**config.mk**
```make
export PLATFORM = sky130hd
export DESIGN_NAME = misaligned_access_unit
export DESIGN_NICKNAME = d
export VERILOG_FILES = /design/src/rtl/misaligned_access_unit.sv
export SDC_FILE = /design/constraint.sdc
export NUM_CORES = 1
export LEC_CHECK = 0
export ABC_AREA = 1
export CAP_MARGIN = 20
export CORE_ASPECT_RATIO = 1.25
export CORE_MARGIN = 3
export CORE_UTILIZATION = 45
export CTS_CLUSTER_DIAMETER = 50
export CTS_CLUSTER_SIZE = 14
export DETAILED_ROUTE_END_ITERATION = 7
export GPL_TIMING_DRIVEN = 0
export PLACE_DENSITY = 0.77
export SLEW_MARGIN = 20
export SYNTH_ARGS = -nofsm -noshare
export SYNTH_HDL_FRONTEND = slang
export SYNTH_SLANG_ARGS = --single-unit
```
**constraint.sdc**
```tcl
create_clock -name clk -period 2.3 [get_ports clk]
set_input_delay 0.46 -clock clk [delete_from_list [all_inputs] [get_ports clk]]
set_output_delay 0.46 -clock clk [all_outputs]
set_load 0.01 [all_outputs]
```
**src/rtl/misaligned_access_unit.sv**
```systemverilog
// rtl/misaligned_access_unit.sv - splits misaligned loads/stores into byte accesses and reassembles load data
module misaligned_access_unit #(
    parameter int ADDR_WIDTH = 8,
    parameter int DATA_WIDTH = 32
) (
    input  logic                  clk,
    input  logic                  rst_n,
    input  logic                  req_valid_i,
    output logic                  req_ready_o,
    input  logic                  req_write_i,
    input  logic [1:0]            req_size_i,
    input  logic                  req_unsigned_i,
    input  logic [ADDR_WIDTH-1:0] req_addr_i,
    input  logic [DATA_WIDTH-1:0] req_wdata_i,
    output logic [ADDR_WIDTH-1:0] mem_addr_o,
    output logic [DATA_WIDTH-1:0] mem_wdata_o,
    output logic [1:0]            mem_size_o,
    output logic                  mem_read_o,
    output logic                  mem_write_o,
    input  logic [DATA_WIDTH-1:0] mem_rdata_i,
    output logic                  resp_valid_o,
    output logic [DATA_WIDTH-1:0] resp_rdata_o,
    output logic                  resp_err_o
);

    typedef enum logic [1:0] {IDLE, ACCESS, RESP} state_t;

    state_t                state_q, state_nx;
    logic                  write_q, unsigned_q, split_q, err_q;
    logic [1:0]            size_q, k_q, k_last_q;
    logic [ADDR_WIDTH-1:0] addr_q;
    logic [DATA_WIDTH-1:0] wdata_q, asm_q, ext_data;
    logic                  accept, misaligned;
    logic [1:0]            k_last_nx;

    assign accept = req_valid_i & req_ready_o;

    always_comb begin
        misaligned = 1'b0;
        k_last_nx  = 2'd0;
        case (req_size_i)
            2'b01: misaligned = req_addr_i[0];
            2'b10: misaligned = |req_addr_i[1:0];
            default: misaligned = 1'b0;
        endcase
        if (misaligned) begin
            k_last_nx = (req_size_i == 2'b01) ? 2'd1 : 2'd3;
        end
    end

    always_ff @(posedge clk or negedge rst_n) begin
        if (!rst_n) begin
            state_q <= IDLE;
        end else begin
            state_q <= state_nx;
        end
    end

    always_comb begin
        state_nx = state_q;
        case (state_q)
            IDLE:    if (accept) state_nx = (req_size_i == 2'b11) ? RESP : ACCESS;
            ACCESS:  if (k_q == k_last_q) state_nx = RESP;
            RESP:    state_nx = IDLE;
            default: state_nx = IDLE;
        endcase
    end

    always_ff @(posedge clk or negedge rst_n) begin
        if (!rst_n) begin
            write_q    <= 1'b0;
            unsigned_q <= 1'b0;
            split_q    <= 1'b0;
            err_q      <= 1'b0;
            size_q     <= 2'd0;
            k_q        <= 2'd0;
            k_last_q   <= 2'd0;
            addr_q     <= '0;
            wdata_q    <= '0;
            asm_q      <= '0;
        end else if (accept) begin
            write_q    <= req_write_i;
            unsigned_q <= req_unsigned_i;
            split_q    <= misaligned;
            err_q      <= (req_size_i == 2'b11);
            size_q     <= req_size_i;
            k_q        <= 2'd0;
            k_last_q   <= k_last_nx;
            addr_q     <= req_addr_i;
            wdata_q    <= req_wdata_i;
            asm_q      <= '0;
        end else if (state_q == ACCESS) begin
            k_q <= k_q + 2'd1;
            if (!write_q) begin
                if (split_q) begin
                    asm_q[8*k_q +: 8] <= mem_rdata_i[7:0];
                end else begin
                    asm_q <= mem_rdata_i;
                end
            end
        end
    end

    // Memory-side extension is discarded; we re-extend from our own size/unsigned bits.
    always_comb begin
        case (size_q)
            2'b00:   ext_data = {{(DATA_WIDTH-8){~unsigned_q & asm_q[7]}}, asm_q[7:0]};
            2'b01:   ext_data = {{(DATA_WIDTH-16){~unsigned_q & asm_q[15]}}, asm_q[15:0]};
            default: ext_data = asm_q;
        endcase
    end

    always_comb begin
        req_ready_o  = (state_q == IDLE) & rst_n;
        mem_addr_o   = '0;
        mem_wdata_o  = '0;
        mem_size_o   = 2'b00;
        mem_read_o   = 1'b0;
        mem_write_o  = 1'b0;
        resp_valid_o = 1'b0;
        resp_rdata_o = '0;
        resp_err_o   = 1'b0;
        case (state_q)
            ACCESS: begin
                mem_addr_o  = split_q ? addr_q + ADDR_WIDTH'(k_q) : addr_q;
                mem_size_o  = split_q ? 2'b00 : size_q;
                mem_read_o  = ~write_q;
                mem_write_o = write_q;
                if (write_q) begin
                    mem_wdata_o = split_q ? {{(DATA_WIDTH-8){1'b0}}, wdata_q[8*k_q +: 8]} : wdata_q;
                end
            end
            RESP: begin
                resp_valid_o = 1'b1;
                resp_err_o   = err_q;
                resp_rdata_o = (!write_q && !err_q) ? ext_data : '0;
            end
            default: ;
        endcase
    end

endmodule

```
==> results.ini <==
[worst_setup_path]
critPathLaunch = k_q[0]
worstPathArrival_ns = 1.96
crit_fanout = 3
cp-endpoint = mem_addr_o[6]

[layout]
n_antenna_cell = 0
nets = 1022
final_cell_mix = nand2_1 (229), nor2_1 (113), dfrtp_1 (82)
area_delta_synth_final_pct = 43.8

[power]
peakVddDrop_v = 0.000512
p_sw_mw = 3.47
totalPowerFinal_mw = 8.03
comb_power_share_pct = 49.1

[cts]
htreeDepth = 3
cts_max_path_buffers = 2
clkTransAtPathRegs_ns = 0.07

[status]
status = complete, but fails checks
violations = setup timing

[job]
cap_violations = 0
warnings = 34

[synth]
ys_area_mm2 = 0.00516
ys_seq_share_pct = 40.2
ys_types = 35
ys_sh_adder_pct = 2.81

[sta]
slew_headroom_pct = 72.6
finalSetupViolations = 3
setup_slack_ns = -0.122

[floorplanning]
die_height_um = 126

[grt]
met2_usage_pct = 44.4
grtUsageMet3_pct = 6.59

[drt]
firstDrtPassIters = 5
vias_per_cell = 4.95

## synth_stat cells
| master | count | area share, % |
|---|---|---|
| dfrtp_1 | 83 | 40 |
| xor2_1 | 1 | 0.17 |
| o21a_1 | 1 | 0.15 |
| nor3_2 | 1 | 0.19 |
| buf_6 | 5 | 1.1 |
| nor2_8 | 1 | 0.39 |
| and2_1 | 1 | 0.12 |
| nand3_2 | 3 | 0.58 |
| inv_4 | 1 | 0.12 |
| nand4_2 | 1 | 0.24 |
| nand3_4 | 2 | 0.68 |
| o21ai_1 | 16 | 1.6 |
| fa_1 | 1 | 0.39 |
| nor3_1 | 3 | 0.29 |
| nand3_1 | 35 | 3.4 |
| o21ai_2 | 11 | 1.9 |
| nand4_1 | 3 | 0.36 |
| inv_1 | 81 | 5.9 |
| a21oi_1 | 26 | 2.5 |
| nand2_2 | 8 | 0.97 |
| inv_2 | 6 | 0.44 |
| buf_4 | 7 | 1.0 |
| ha_1 | 10 | 2.4 |
| o21ai_0 | 45 | 4.4 |
| nor2_2 | 2 | 0.24 |
| nor2_1 | 114 | 8.3 |
| o21bai_1 | 1 | 0.15 |
| buf_2 | 21 | 2.0 |
| nand2_1 | 234 | 17 |
| nand2_4 | 4 | 0.87 |
| clkbuf_1 | 4 | 0.29 |
| nor2_4 | 1 | 0.22 |
| buf_1 | 1 | 0.073 |
| a31oi_2 | 1 | 0.24 |
| o31ai_1 | 8 | 1.2 |
## layout make-up
class | count | area (um2) | share of cell area, %
sequential | 83 | 2080 | 28.0
multi-input combinational | 534 | 2660 | 35.8
inverter | 88 | 342 | 4.60
clock inverter | 6 | 65.1 | 0.876
buffer | 37 | 267 | 3.59
tap | 135 | 169 | 2.27
timing repair buffer | 179 | 1610 | 21.6
clock buffer | 10 | 239 | 3.22
The metal 4 layer:
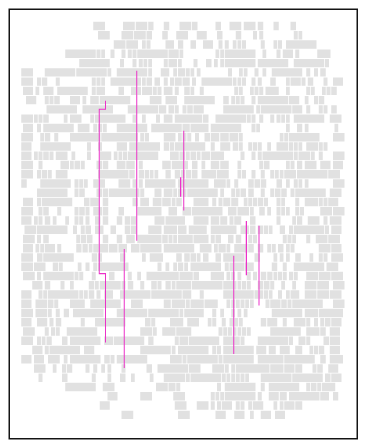
longest straight run: 49.6 um
main direction: vertical
share of all routed wire: 1.6%
nets with wire on the layer: 7
wire length on this layer: 255 um
vias: 5,309
drt total wl: 15,900 um

Register map, names as in the netlist:
Other sequential cells in the stronger gray, the rest of the logic in the fainter gray.
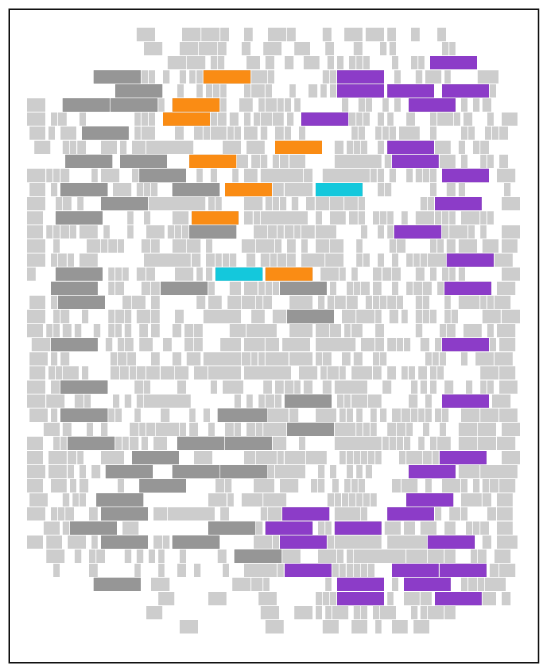
[addr_q] orange | sequential cells: 8 | where: top center
[k_last_q] cyan | sequential cells: 2
[asm_q] purple | sequential cells: 32
not colored: 41

